Fig. 1: metal 3
Scale: 3 px per um.
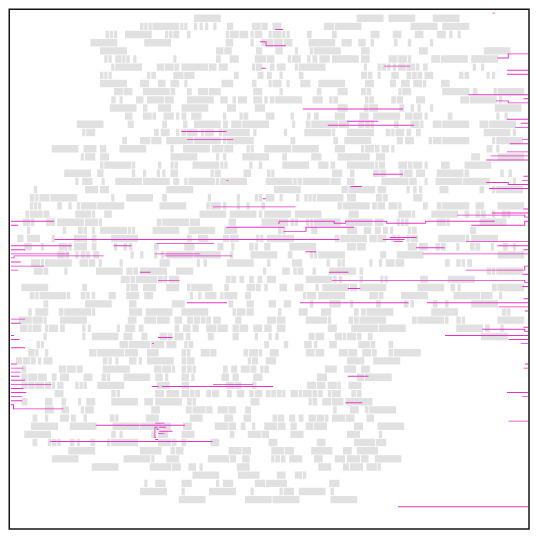
Fig. 2: clock nets
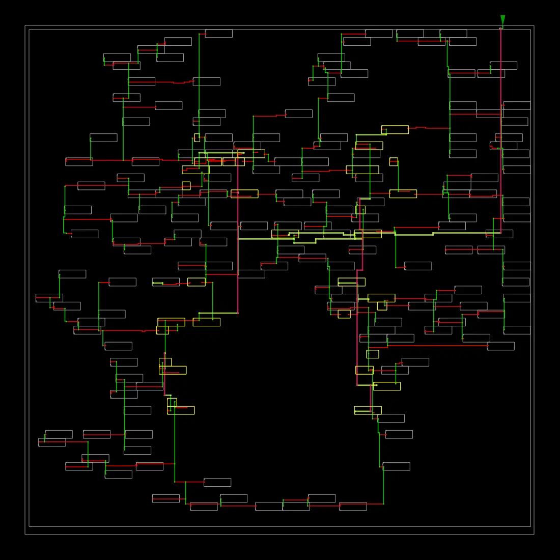
Fig. 3: close-up of the layout
Window x 105 to 155, y 105 to 155 um. Cells in grey, sequential cells in the stronger grey; small squares are vias.
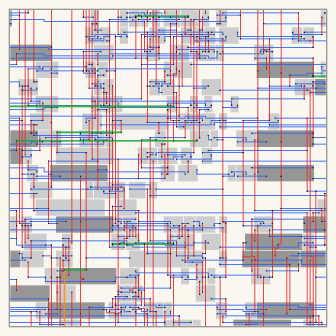
Fig. 4: pin map
Scale: 2 px per um. Pins as bars across the die edge, other pins in grey.
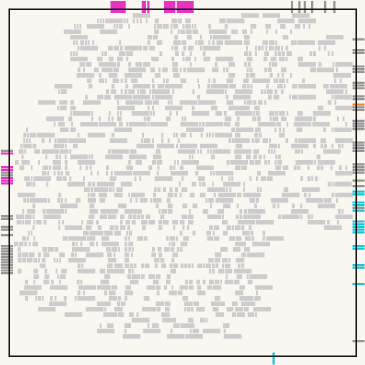
==> config.mk <==
export PLATFORM = sky130hd
export DESIGN_NAME = div_tc_32_16
export DESIGN_NICKNAME = d
export VERILOG_FILES = /design/src/rtl/div_tc_pkg.sv /design/src/rtl/div_nr_step.sv /design/src/rtl/div_tc_32_16.sv
export SDC_FILE = /design/constraint.sdc
export NUM_CORES = 1
export LEC_CHECK = 0
export CAP_MARGIN = 0
export CORE_UTILIZATION = 35
export DETAILED_ROUTE_END_ITERATION = 7
export DONT_BUFFER_PORTS = 1
export PLACE_DENSITY = 0.48
export SYNTH_ARGS = -nofsm -noshare
export SYNTH_HDL_FRONTEND = slang
export SYNTH_SLANG_ARGS = --single-unit
==> constraint.sdc <==
create_clock -name clk -period 11.9 [get_ports clk]
set_input_delay 1.785 -clock clk [delete_from_list [all_inputs] [get_ports clk]]
set_output_delay 1.785 -clock clk [all_outputs]
set_load 0.02 [all_outputs]
==> results.sh <==
# implementation run metrics
export IMPL_status="complete, no violations"
export IMPL_antenna_cells=0
export IMPL_ys_sh_aoi=0.1588
export IMPL_warning_count=33
export IMPL_synth_area_yosys_mm2=0.01020
export IMPL_cp_required_ns=12.26
export IMPL_reg2reg_slack_ns=7.55
export IMPL_dp_hpwl_mm=20.89
export IMPL_rsz0062_at_grt="no"
export IMPL_syn_inst=1160
export IMPL_first_pass_iters=5
export IMPL_drt_iter0_drc=636
export IMPL_chip_area_mm2=0.02984
export IMPL_ys_types=57
export IMPL_crit_arrival_ns=4.76
export IMPL_rows=62
export IMPL_top_logic_kind="simple AND/OR/NAND/NOR gates"
export IMPL_synth_xor_area_share=0.1056
export IMPL_ys_warn_count=0
export IMPL_grt_pass1_vias=7633
export IMPL_grt_usage=0.1936
export IMPL_slew_viol_final=0
export IMPL_cts_setup_buffers=0
export IMPL_grt_pass1_wl_mm=45.50
export IMPL_clock_sinks=158
export IMPL_ys_seq_elements=158
export IMPL_yosysCellCount=1160
export IMPL_nNetsFinal=1232
export IMPL_area_growth_syn_to_layout_pct=9.013
export IMPL_synth_adder_area_share=0.07823
export IMPL_min_period_over_period=0.3699
export IMPL_htree_levels=4
export IMPL_place_inst=1490
export IMPL_gp_congestion=0.8213
export IMPL_critical_path_cell_chain="nor4_2 > nand2_1 > or3_4 > or3_1 > or4_4 > or4_4 > o41ai_2 > xnor2_1 > nand2_1 > o21ai_1"
export IMPL_wirelength_mm=28.28
export IMPL_r2r_cells=17
## Picture notes: Fig. 1
- wire length on this layer: 1,400 um
- share of all routed wire: 5.0%
- main direction: horizontal
grt met3 use: 0.03848
vias: 7,979

## Picture notes: Fig. 2
CTS Buf Count: 17
flop count: 158

## Picture notes: Fig. 3
- M1: blue
- M3: green
- M4: orange
- M2: red
- sequential cells in the window: 12
- cells with their middle in the window: 131
- most frequent: xnor2_1 (17), a21oi_1 (15), nor2_1 (15)

## Picture notes: Fig. 4
- dividend: magenta (pins 32; direction input; edge 26 top, 6 left)
- remainder: cyan (pins 16; direction output; edge 15 right, 1 bottom)
- ovf: orange (pins 1; direction output; edge right)
PortBufs: 0
die height: 172.7 um
Die Span X: 172.7 um

## cell families (layout without fill, tap and decap cells)
kind of cell | Yosys count | after routing
adder cells (fa/ha/maj) | 56 | 56
buffers and inverters | 84 | 62
XOR/XNOR | 123 | 123
flip-flops | 158 | 158
AND/OR/NAND/NOR | 422 | 422
multiplexers | 56 | 56
AND-OR/OR-AND | 261 | 261
## stage by stage
step | hold slack [ns] | utilization | power, W | cell area [um^2] | setup WS [ns]
2_1_floorplan | 0.4374 | - | 0.002689 | 10200 | 6.820
3_3_place_gp | 0.4545 | 0.3667 | 0.003178 | 10520 | 7.075
3_5_place_dp | 0.4582 | 0.3667 | 0.003207 | 10520 | 7.070
4_1_cts | 0.4731 | 0.3875 | 0.003782 | 11120 | 7.517
5_1_grt | 0.4951 | 0.3875 | 0.004093 | 11120 | 7.267
6_report | 0.4734 | 0.3875 | 0.003749 | 11120 | 7.498
## synth_stat cells, types with 2 or more instances
master	count	area share
mux2_2	5	0.0055
nand4_1	8	0.0049
a41oi_1	2	0.0017
fa_1	13	0.026
o21ai_0	62	0.030
xor2_1	32	0.027
o41ai_1	6	0.0052
mux2i_1	51	0.050
nor2_1	102	0.038
a211oi_1	10	0.0074
nand2_1	208	0.077
clkbuf_1	51	0.019
a31oi_1	8	0.0049
o31ai_1	23	0.017
o21bai_1	2	0.0015
o21ai_1	30	0.015
or4_1	9	0.0066
nand3_1	11	0.0054
a31o_2	2	0.0017
a22oi_1	5	0.0037
a21oi_1	63	0.031
buf_1	10	0.0037
nand3b_1	4	0.0029
nor2b_1	7	0.0043
a21o_1	12	0.0088
inv_1	23	0.0085
o22a_1	16	0.014
o21a_1	6	0.0044
nor4_1	11	0.0067
or4_4	2	0.0022
and2_1	2	0.0012
or3_1	15	0.0092
dfrtp_1	158	0.39
ha_1	43	0.053
xnor2_1	91	0.078
nand2b_1	9	0.0055
and3_1	5	0.0031
nor3b_1	3	0.0022
nor3_1	20	0.0098
o22ai_1	3	0.0018
## per-layer routing
metal  wire length [um]  track usage
met1              15000       0.3038
met2              11610       0.2693
met3               1400      0.03848
met4                259      0.04167
met5                  0            0
## worst max-delay path: cells and delay by family
family	cells	cell delay, ns
AND/OR/NAND/NOR	7	2.46
XOR/XNOR	1	0.15
AND-OR/OR-AND	2	0.36
## power groups by stage
stage	Combinational (W)	Clock [W]	Sequential, W
after floorplan	0.00161	0	0.00108
after global placement	0.00196	0	0.00122
after detailed placement	0.00198	0	0.00123
after CTS	0.00199	0.000576	0.00122
after global routing	0.00224	0.000597	0.00126
final	0.00197	0.000562	0.00122
## cell type report
type,instances,area (um^2),share of cell area
well taps,384,480.5,0.04319
inverters,23,86.33,0.007762
clock buffers,17,425.4,0.03825
multi-input cells,918,5951,0.5350
clock inverters,15,173.9,0.01564
repair buffers,7,52.55,0.004724
flip-flops and latches,158,3954,0.3555
Power and IR drop assume default switching activity.
